### config.mk
export PLATFORM = sky130hd
export DESIGN_NAME = mult_div_unit
export DESIGN_NICKNAME = d
export VERILOG_FILES = /design/src/rtl/mdu_pkg.sv /design/src/rtl/mdu_iter_step.sv /design/src/rtl/mult_div_unit.sv
export SDC_FILE = /design/constraint.sdc
export NUM_CORES = 1
export LEC_CHECK = 0
export CORE_UTILIZATION = 28
export DETAILED_ROUTE_END_ITERATION = 8
export SYNTH_ARGS = -nofsm -noshare
export SYNTH_HDL_FRONTEND = slang
export SYNTH_SLANG_ARGS = --single-unit
### constraint.sdc
create_clock -name clk -period 3.4 [get_ports clk]
set_input_delay 0.51 -clock clk [delete_from_list [all_inputs] [get_ports clk]]
set_output_delay 0.51 -clock clk [all_outputs]
set_load 0.1 [all_outputs]
### src/rtl/mdu_pkg.sv
// Shared definitions for the iterative multiply/divide unit: R-type function
// codes, FSM state encoding and the minimum supported operand width.
package mdu_pkg;

  localparam logic [5:0] FUNC_MTHI  = 6'b010001;
  localparam logic [5:0] FUNC_MTLO  = 6'b010011;
  localparam logic [5:0] FUNC_MULT  = 6'b011000;
  localparam logic [5:0] FUNC_MULTU = 6'b011001;
  localparam logic [5:0] FUNC_DIV   = 6'b011010;
  localparam logic [5:0] FUNC_DIVU  = 6'b011011;

  localparam int MIN_WIDTH = 4;

  typedef enum logic [1:0] {
    ST_IDLE = 2'd0,
    ST_MUL  = 2'd1,
    ST_DIV  = 2'd2,
    ST_FIX  = 2'd3
  } state_t;

  // Elaboration-time guard used by the top level.
  function automatic bit width_ok(int w);
    return w >= MIN_WIDTH;
  endfunction

  // True for the four codes that start an iterative operation.
  function automatic logic is_md_op(logic [5:0] f);
    return (f == FUNC_MULT) || (f == FUNC_MULTU) ||
           (f == FUNC_DIV)  || (f == FUNC_DIVU);
  endfunction

endpackage

### src/rtl/mdu_iter_step.sv
// One iteration of the multiply/divide datapath, purely combinational.
// The 2*WIDTH accumulator is {upper, lower}:
//   multiply: upper = partial product, lower = remaining multiplier bits
//   divide:   upper = partial remainder, lower = dividend bits / quotient
module mdu_iter_step #(
  parameter int WIDTH = 32
) (
  input  logic                 div_mode,
  input  logic [2*WIDTH-1:0]   acc_in,
  input  logic [WIDTH-1:0]     operand,
  output logic [2*WIDTH-1:0]   acc_out
);

  logic [WIDTH:0] add_sum;
  logic [WIDTH:0] rem_sh;
  logic [WIDTH:0] diff;

  // Shift-add (multiply) or restoring trial-subtract (divide) for one bit.
  always_comb begin
    // NOTE: every output of a combinational block is assigned on every path
    // (defaults first, then overrides) so no latch can be inferred.
    acc_out = acc_in;
    add_sum = {1'b0, acc_in[2*WIDTH-1:WIDTH]} +
              (acc_in[0] ? {1'b0, operand} : '0);
    rem_sh  = acc_in[2*WIDTH-1:WIDTH-1];
    diff    = rem_sh - {1'b0, operand};
    if (div_mode) begin
      if (diff[WIDTH]) begin
        acc_out = {rem_sh[WIDTH-1:0], acc_in[WIDTH-2:0], 1'b0};
      end else begin
        acc_out = {diff[WIDTH-1:0], acc_in[WIDTH-2:0], 1'b1};
      end
    end else begin
      acc_out = {add_sum, acc_in[WIDTH-1:1]};
    end
  end

endmodule

### src/rtl/mult_div_unit.sv
// Iterative multiply/divide unit with architectural HI/LO registers.
// One bit per cycle on operand magnitudes; a final FIX cycle applies signs
// and writes HI/LO, followed by a one-cycle DONE pulse.
module mult_div_unit
  import mdu_pkg::*;
#(
  parameter int WIDTH = 32
) (
  input  logic             clk,
  input  logic             rst_n,
  input  logic             start,
  input  logic [5:0]       func,
  input  logic [WIDTH-1:0] rs_val,
  input  logic [WIDTH-1:0] rt_val,
  output logic             busy,
  output logic             done,
  output logic             div_zero,
  output logic [WIDTH-1:0] hi,
  output logic [WIDTH-1:0] lo
);

  localparam int CW = $clog2(WIDTH);

  generate
    if (!width_ok(WIDTH)) begin : g_width_chk
      $error("mult_div_unit: WIDTH must be at least 4");
    end
  endgenerate

  state_t             state, state_nxt;
  logic [2*WIDTH-1:0] acc, acc_step;
  logic [WIDTH-1:0]   operand;
  logic [CW-1:0]      count;
  logic               neg_lo;     // negate product / quotient in FIX
  logic               neg_hi;     // negate remainder in FIX
  logic               fix_div;    // FIX writes quotient/remainder, not product

  logic               accept;
  logic               op_div;
  logic               op_signed;
  logic               rt_zero;
  logic               last_iter;
  logic [WIDTH-1:0]   rs_mag, rt_mag;

  logic [2*WIDTH-1:0] prod_fix;
  logic [WIDTH-1:0]   quo_fix, rem_fix;

  assign accept    = (state == ST_IDLE) && start && is_md_op(func);
  assign op_div    = (func == FUNC_DIV)  || (func == FUNC_DIVU);
  assign op_signed = (func == FUNC_MULT) || (func == FUNC_DIV);
  assign rt_zero   = (rt_val == '0);
  assign last_iter = (count == CW'(WIDTH - 1));

  // Magnitudes for signed ops; the most-negative value maps to itself,
  // which read as unsigned is exactly its magnitude.
  assign rs_mag = (op_signed && rs_val[WIDTH-1]) ? -rs_val : rs_val;
  assign rt_mag = (op_signed && rt_val[WIDTH-1]) ? -rt_val : rt_val;

  // Sign correction applied on the FIX cycle.
  assign prod_fix = neg_lo ? -acc : acc;
  assign quo_fix  = neg_lo ? -acc[WIDTH-1:0] : acc[WIDTH-1:0];
  assign rem_fix  = neg_hi ? -acc[2*WIDTH-1:WIDTH] : acc[2*WIDTH-1:WIDTH];

  mdu_iter_step #(.WIDTH(WIDTH)) u_step (
    .div_mode (state == ST_DIV),
    .acc_in   (acc),
    .operand  (operand),
    .acc_out  (acc_step)
  );

  // State register.
  always_ff @(posedge clk or negedge rst_n) begin
    if (!rst_n) begin
      state <= ST_IDLE;
    end else begin
      state <= state_nxt;
    end
  end

  // Next-state and BUSY decode.
  always_comb begin
    state_nxt = state;
    busy      = (state != ST_IDLE);
    case (state)
      ST_IDLE: begin
        if (accept) begin
          if (op_div && rt_zero) begin
            state_nxt = ST_FIX;
          end else if (op_div) begin
            state_nxt = ST_DIV;
          end else begin
            state_nxt = ST_MUL;
          end
        end
      end
      ST_MUL, ST_DIV: begin
        if (last_iter) begin
          state_nxt = ST_FIX;
        end
      end
      ST_FIX:  state_nxt = ST_IDLE;
      default: state_nxt = ST_IDLE;
    endcase
  end

  // Datapath: operand capture, iteration, FIX write-back and MTHI/MTLO.
  always_ff @(posedge clk or negedge rst_n) begin
    if (!rst_n) begin
      // NOTE: the accumulator and operand are reset too; a reset mid-operation
      // must leave nothing observable behind, and it keeps simulation X-free.
      acc      <= '0;
      operand  <= '0;
      count    <= '0;
      neg_lo   <= 1'b0;
      neg_hi   <= 1'b0;
      fix_div  <= 1'b0;
      done     <= 1'b0;
      div_zero <= 1'b0;
      hi       <= '0;
      lo       <= '0;
    end else begin
      // NOTE: non-blocking assignments throughout, so every register samples
      // pre-edge values regardless of statement order.
      done <= 1'b0;
      if (accept) begin
        count    <= '0;
        fix_div  <= op_div;
        div_zero <= op_div && rt_zero;
        if (op_div && rt_zero) begin
          // Preloaded so the unsigned FIX path yields HI = dividend, LO = ones.
          acc     <= {rs_val, {WIDTH{1'b1}}};
          operand <= '0;
          neg_lo  <= 1'b0;
          neg_hi  <= 1'b0;
        end else if (op_div) begin
          acc     <= {{WIDTH{1'b0}}, rs_mag};
          operand <= rt_mag;
          neg_lo  <= op_signed && (rs_val[WIDTH-1] ^ rt_val[WIDTH-1]);
          neg_hi  <= op_signed && rs_val[WIDTH-1];
        end else begin
          acc     <= {{WIDTH{1'b0}}, rt_mag};
          operand <= rs_mag;
          neg_lo  <= op_signed && (rs_val[WIDTH-1] ^ rt_val[WIDTH-1]);
          neg_hi  <= 1'b0;
        end
      end else if ((state == ST_MUL) || (state == ST_DIV)) begin
        acc   <= acc_step;
        count <= count + 1'b1;
      end else if (state == ST_FIX) begin
        done <= 1'b1;
        if (fix_div) begin
          hi <= rem_fix;
          lo <= quo_fix;
        end else begin
          hi <= prod_fix[2*WIDTH-1:WIDTH];
          lo <= prod_fix[WIDTH-1:0];
        end
      end

      if ((state == ST_IDLE) && start && (func == FUNC_MTHI)) begin
        hi <= rs_val;
      end
      if ((state == ST_IDLE) && start && (func == FUNC_MTLO)) begin
        lo <= rs_val;
      end
    end
  end

endmodule
Fig. 1: signal wires on met1
The bar under the picture is 50 µm long.
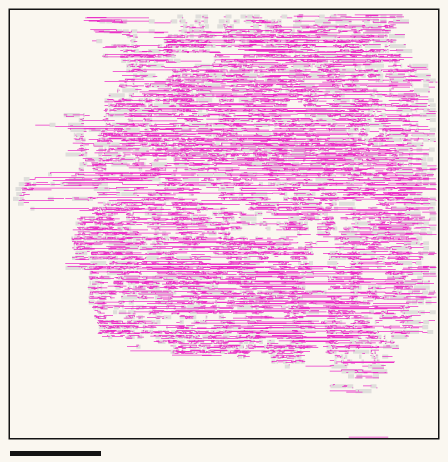
- longest straight run: 84.6 µm
- wire length on this layer: 29.2 mm
- nets with wire on the layer: 2375
detailed-route via count: 17600
total wirelength of the detailed-routed design: 72400 µm
Global Route met1 Usage: 0.318

Fig. 2: metal 2
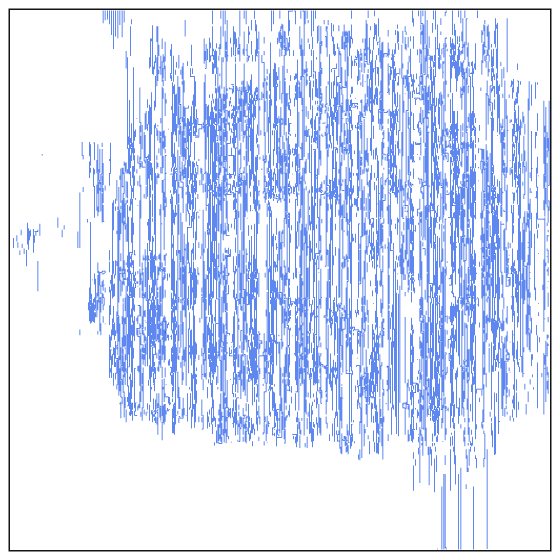
- nets with wire on the layer: 2132
- main direction: vertical
- share of all routed wire: 44%
- longest straight run: 98.9 µm
- wire length on this layer: 32.2 mm
M2 GR Usage: 0.400

Fig. 3: signal wires on met3
The bar under the picture is 50 µm long.
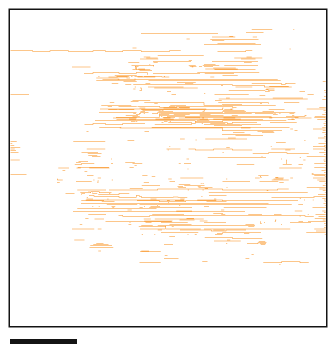
- longest straight run: 140 µm
- share of all routed wire: 9.9%
met3 global-route usage: 0.0827

Fig. 4: the metal 4 layer
The bar under the picture is 50 µm long.
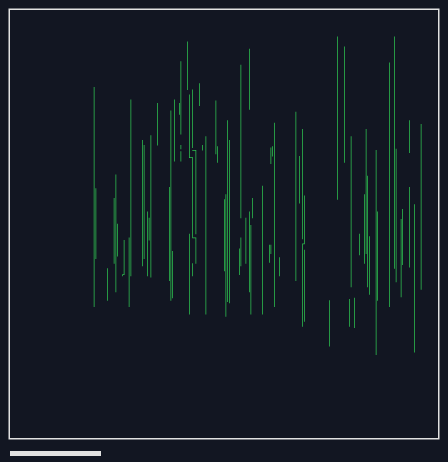
- main direction: vertical
- share of all routed wire: 5.2%
- nets with wire on the layer: 60
- longest straight run: 135 µm
- wire length on this layer: 3790 µm

==> flow_results.xml <==
<?xml version="1.0" encoding="UTF-8"?>
<metrics>
  <group name="run_status">
    <metric name="outcome" unit="">complete, but fails checks</metric>
    <metric name="violations_in_the_final_reports" unit="">setup timing</metric>
  </group>
  <group name="flow_run">
    <metric name="log.warning_count" unit="">31</metric>
    <metric name="max_cap_violations" unit="">0</metric>
  </group>
  <group name="pwr">
    <metric name="post_route_total_power" unit="mW">26.2</metric>
    <metric name="clk-power" unit="mW">2.14</metric>
    <metric name="pwr-share-seq" unit="">0.146</metric>
    <metric name="p_seq" unit="mW">3.82</metric>
    <metric name="power_density" unit="nW/µm²">1260</metric>
    <metric name="net-switching-power" unit="mW">14.1</metric>
    <metric name="power.share.clock" unit="">0.082</metric>
    <metric name="power.share.switching" unit="">0.539</metric>
    <metric name="internal-power" unit="mW">12.0</metric>
    <metric name="largestPowerGroup" unit="">combinational logic</metric>
    <metric name="combPwrFrac" unit="">0.772</metric>
    <metric name="comb_power" unit="mW">20.2</metric>
    <metric name="power_leakage" unit="nW">8.61</metric>
  </group>
  <group name="layout">
    <metric name="buffers_excl_clock" unit="">474</metric>
    <metric name="area.share.sequential" unit="">0.207</metric>
    <metric name="combined_area_of_the_multi_input_logic_cells" unit="µm²">10600</metric>
    <metric name="max_flop_register" unit="">acc</metric>
    <metric name="post_layout_nonfiller_instances" unit="">3101</metric>
    <metric name="n_fill_cell" unit="">5579</metric>
    <metric name="layout.cell_area.non_filler" unit="µm²">20700</metric>
    <metric name="top_area_cell_class" unit="">combinational gates</metric>
    <metric name="largest_register_ff_count" unit="">64</metric>
    <metric name="diodes" unit="">0</metric>
    <metric name="layout-drive-gt1-share" unit="">0.186</metric>
    <metric name="sh_comb_area" unit="">0.511</metric>
    <metric name="n_all_inverters" unit="">63</metric>
    <metric name="flop-count" unit="">172</metric>
    <metric name="fin_util" unit="">0.384</metric>
    <metric name="area.growth.synth_to_final" unit="%">35.2</metric>
    <metric name="n_clock_buffer" unit="">21</metric>
    <metric name="nonClkBufAreaFrac" unit="">0.199</metric>
    <metric name="final_layout_top_logic_cell" unit="">buf_4</metric>
    <metric name="final_layout_top_logic_cells" unit="">buf_4 (310), nand2_1 (249), a21oi_1 (224), nor2_1 (207), o21ai_0 (186)</metric>
    <metric name="clock_network_area_share" unit="">0.0292</metric>
    <metric name="final_nets" unit="">2542</metric>
  </group>
  <group name="setup_path">
    <metric name="reg2regPathDepth" unit="">15</metric>
    <metric name="chain_of_cells_forming_the_critical_path" unit="">buf_6 -&gt; ha_4 -&gt; fa_2 -&gt; nand2b_4 -&gt; a21o_1 -&gt; a211o_1 -&gt; a211o_4 -&gt; and2_1 -&gt; o221ai_4 -&gt; buf_4 -&gt; buf_6 -&gt; o21ai_1 -&gt; a222oi_1 -&gt; buf_4 -&gt; a21oi_1</metric>
    <metric name="critical_path_buf_inv_count" unit="">4</metric>
    <metric name="crit_path_top_delay_cell" unit="">dfrtp_1</metric>
    <metric name="cp_data_required_time" unit="ns">3.75</metric>
    <metric name="crit_arrival" unit="ns">3.95</metric>
    <metric name="worst_path_dominant_cell_family" unit="">AND-OR/OR-AND gates</metric>
    <metric name="cpPeakStageDelay" unit="ns">0.39</metric>
    <metric name="timing.rr.start" unit="">operand[0]$_DFFE_PN0P_</metric>
    <metric name="crit_path_max_fanout" unit="">6</metric>
    <metric name="cp-end-kind" unit="">flip-flop</metric>
    <metric name="r2r_end" unit="">acc[60]$_DFFE_PN0P_</metric>
    <metric name="criticalPathCategory" unit="">flip-flop to flip-flop</metric>
    <metric name="cp-start-kind" unit="">flip-flop</metric>
    <metric name="r2r_slack" unit="ns">-0.21</metric>
    <metric name="number_of_logic_stages_on_the_critical_path_including_buffering" unit="">15</metric>
    <metric name="setup.worst_path.end" unit="">acc[60]$_DFFE_PN0P_</metric>
  </group>
  <group name="drt">
    <metric name="remaining_drc_errors" unit="">0</metric>
    <metric name="post_drt_via_cell_ratio" unit="">5.66</metric>
    <metric name="detail-route-antenna-nets" unit="">0</metric>
    <metric name="number_of_iterations_in_the_first_detailed_routing_pass" unit="">7</metric>
    <metric name="dr.max_layer_used" unit="">met5</metric>
    <metric name="first_iter_violations" unit="">1658</metric>
    <metric name="met3_length" unit="µm">7180</metric>
    <metric name="wl_met2" unit="µm">32200</metric>
    <metric name="routed_wire_length_per_instance" unit="µm">23.3</metric>
  </group>
  <group name="synth">
    <metric name="largest_area_contributor_in_the_netlist" unit="">dfrtp_1</metric>
    <metric name="yosys_top_cell_area_share" unit="">0.280</metric>
    <metric name="synthAdderAreaFrac" unit="">0.0629</metric>
    <metric name="synth.yosys.warnings" unit="">0</metric>
    <metric name="synth_cell_types" unit="">74</metric>
    <metric name="synth.ff_latch_count" unit="">172</metric>
    <metric name="synth.cellmix.simpleShare" unit="">0.196</metric>
    <metric name="synth_top_flop_cell" unit="">dfrtp_1</metric>
    <metric name="synth.top_cells.by_count" unit="">nand2_1 (252), a21oi_1 (234), nor2_1 (213)</metric>
    <metric name="postSynthSeqShare" unit="">0.280</metric>
    <metric name="ys_top_logic_family" unit="">AND-OR/OR-AND gates</metric>
    <metric name="syn_inst" unit="">2045</metric>
    <metric name="synth.most_common_cell" unit="">nand2_1</metric>
    <metric name="proportion_of_synthesized_area_in_mux_cells" unit="">0.0335</metric>
    <metric name="async_reset_ff_frac" unit="">1.00</metric>
    <metric name="avgSynthCellArea" unit="µm²">7.50</metric>
    <metric name="ys_cells" unit="">2045</metric>
    <metric name="count_of_flip_flops_with_a_built_in_enable_after_synthesis" unit="">0</metric>
    <metric name="xor_area_frac" unit="">0.0970</metric>
    <metric name="fp_nets" unit="">2194</metric>
    <metric name="ys_chip_area" unit="µm²">15300</metric>
    <metric name="ys_top_cells_by_area" unit="">dfrtp_1 (28%), a21oi_1 (7.6%), o21ai_0 (6.9%), nand2_1 (6.2%), ha_1 (6.0%)</metric>
    <metric name="synthAoiAreaFrac" unit="">0.279</metric>
  </group>
  <group name="clock_tree">
    <metric name="htree_depth" unit="">4</metric>
    <metric name="cts_tree" unit="">built</metric>
    <metric name="cts.reportedPaths.clkPinSlew" unit="ns">0.08</metric>
    <metric name="cts.sinks" unit="">172</metric>
    <metric name="cts.repair.resized" unit="">48</metric>
    <metric name="number_of_buffers_inserted_to_repair_setup_after_cts" unit="">9</metric>
    <metric name="cts_root_buffer" unit="">clkbuf_16</metric>
    <metric name="cts.hold.buffers_added" unit="">1</metric>
    <metric name="cts_buffers" unit="">17</metric>
    <metric name="clock_latency" unit="ns">0.50</metric>
    <metric name="clockBufferDepth" unit="">2</metric>
  </group>
  <group name="timing">
    <metric name="final-hold-violation-count" unit="">0</metric>
    <metric name="final_critical_path_setup_slack" unit="ns">-0.208</metric>
    <metric name="finalSetupViolations" unit="">28</metric>
    <metric name="final.setup.tns" unit="ns">-2.78</metric>
    <metric name="rsz0062_at_grt" unit="">true</metric>
    <metric name="final.min_clock_period" unit="ns">3.61</metric>
    <metric name="final.setup_skew" unit="ns">0.0133</metric>
    <metric name="timing.slew.headroom" unit="">0.257</metric>
    <metric name="worst_slew_pin_slew" unit="ns">1.11</metric>
    <metric name="drv_slew" unit="">0</metric>
    <metric name="timing.fmax" unit="MHz">277</metric>
    <metric name="finalHoldWorstSlack" unit="ns">0.493</metric>
    <metric name="tcrit_tclk_final" unit="">1.06</metric>
  </group>
  <group name="floorplanning">
    <metric name="floorplan.die.height" unit="µm">236</metric>
    <metric name="tap_cells" unit="">696</metric>
    <metric name="die_width" unit="µm">236</metric>
    <metric name="num_io_pins" unit="">140</metric>
    <metric name="core_area" unit="µm²">54000</metric>
    <metric name="chip_footprint" unit="µm²">55800</metric>
    <metric name="row_count" unit="">85</metric>
  </group>
  <group name="placement">
    <metric name="final_weighted_congestion_in_routability_driven_placement" unit="">0.999</metric>
    <metric name="io_buffers" unit="">139</metric>
    <metric name="dp_slack" unit="ns">-0.666</metric>
    <metric name="place.detailed.instances" unit="">3056</metric>
    <metric name="placedInstanceArea" unit="µm²">19700</metric>
    <metric name="detailedPlacementHpwl" unit="µm">56000</metric>
  </group>
  <group name="min_path">
    <metric name="hold_depth" unit="">2</metric>
    <metric name="worstHoldEndpoint" unit="">operand[9]$_DFFE_PN0P_</metric>
    <metric name="hold_path.startpoint" unit="">operand[9]$_DFFE_PN0P_</metric>
  </group>
  <group name="global_routing">
    <metric name="grt_start_max_net_pins" unit="">96</metric>
    <metric name="groute.usage.overall" unit="">0.257</metric>
    <metric name="wire_length_of_the_first_global_routing_pass" unit="µm">106000</metric>
    <metric name="global_route.overflow_total" unit="">0</metric>
    <metric name="first_global_vias" unit="">16900</metric>
    <metric name="grt_busiest_layer" unit="">met2</metric>
  </group>
</metrics>
Power and IR drop assume default switching activity.
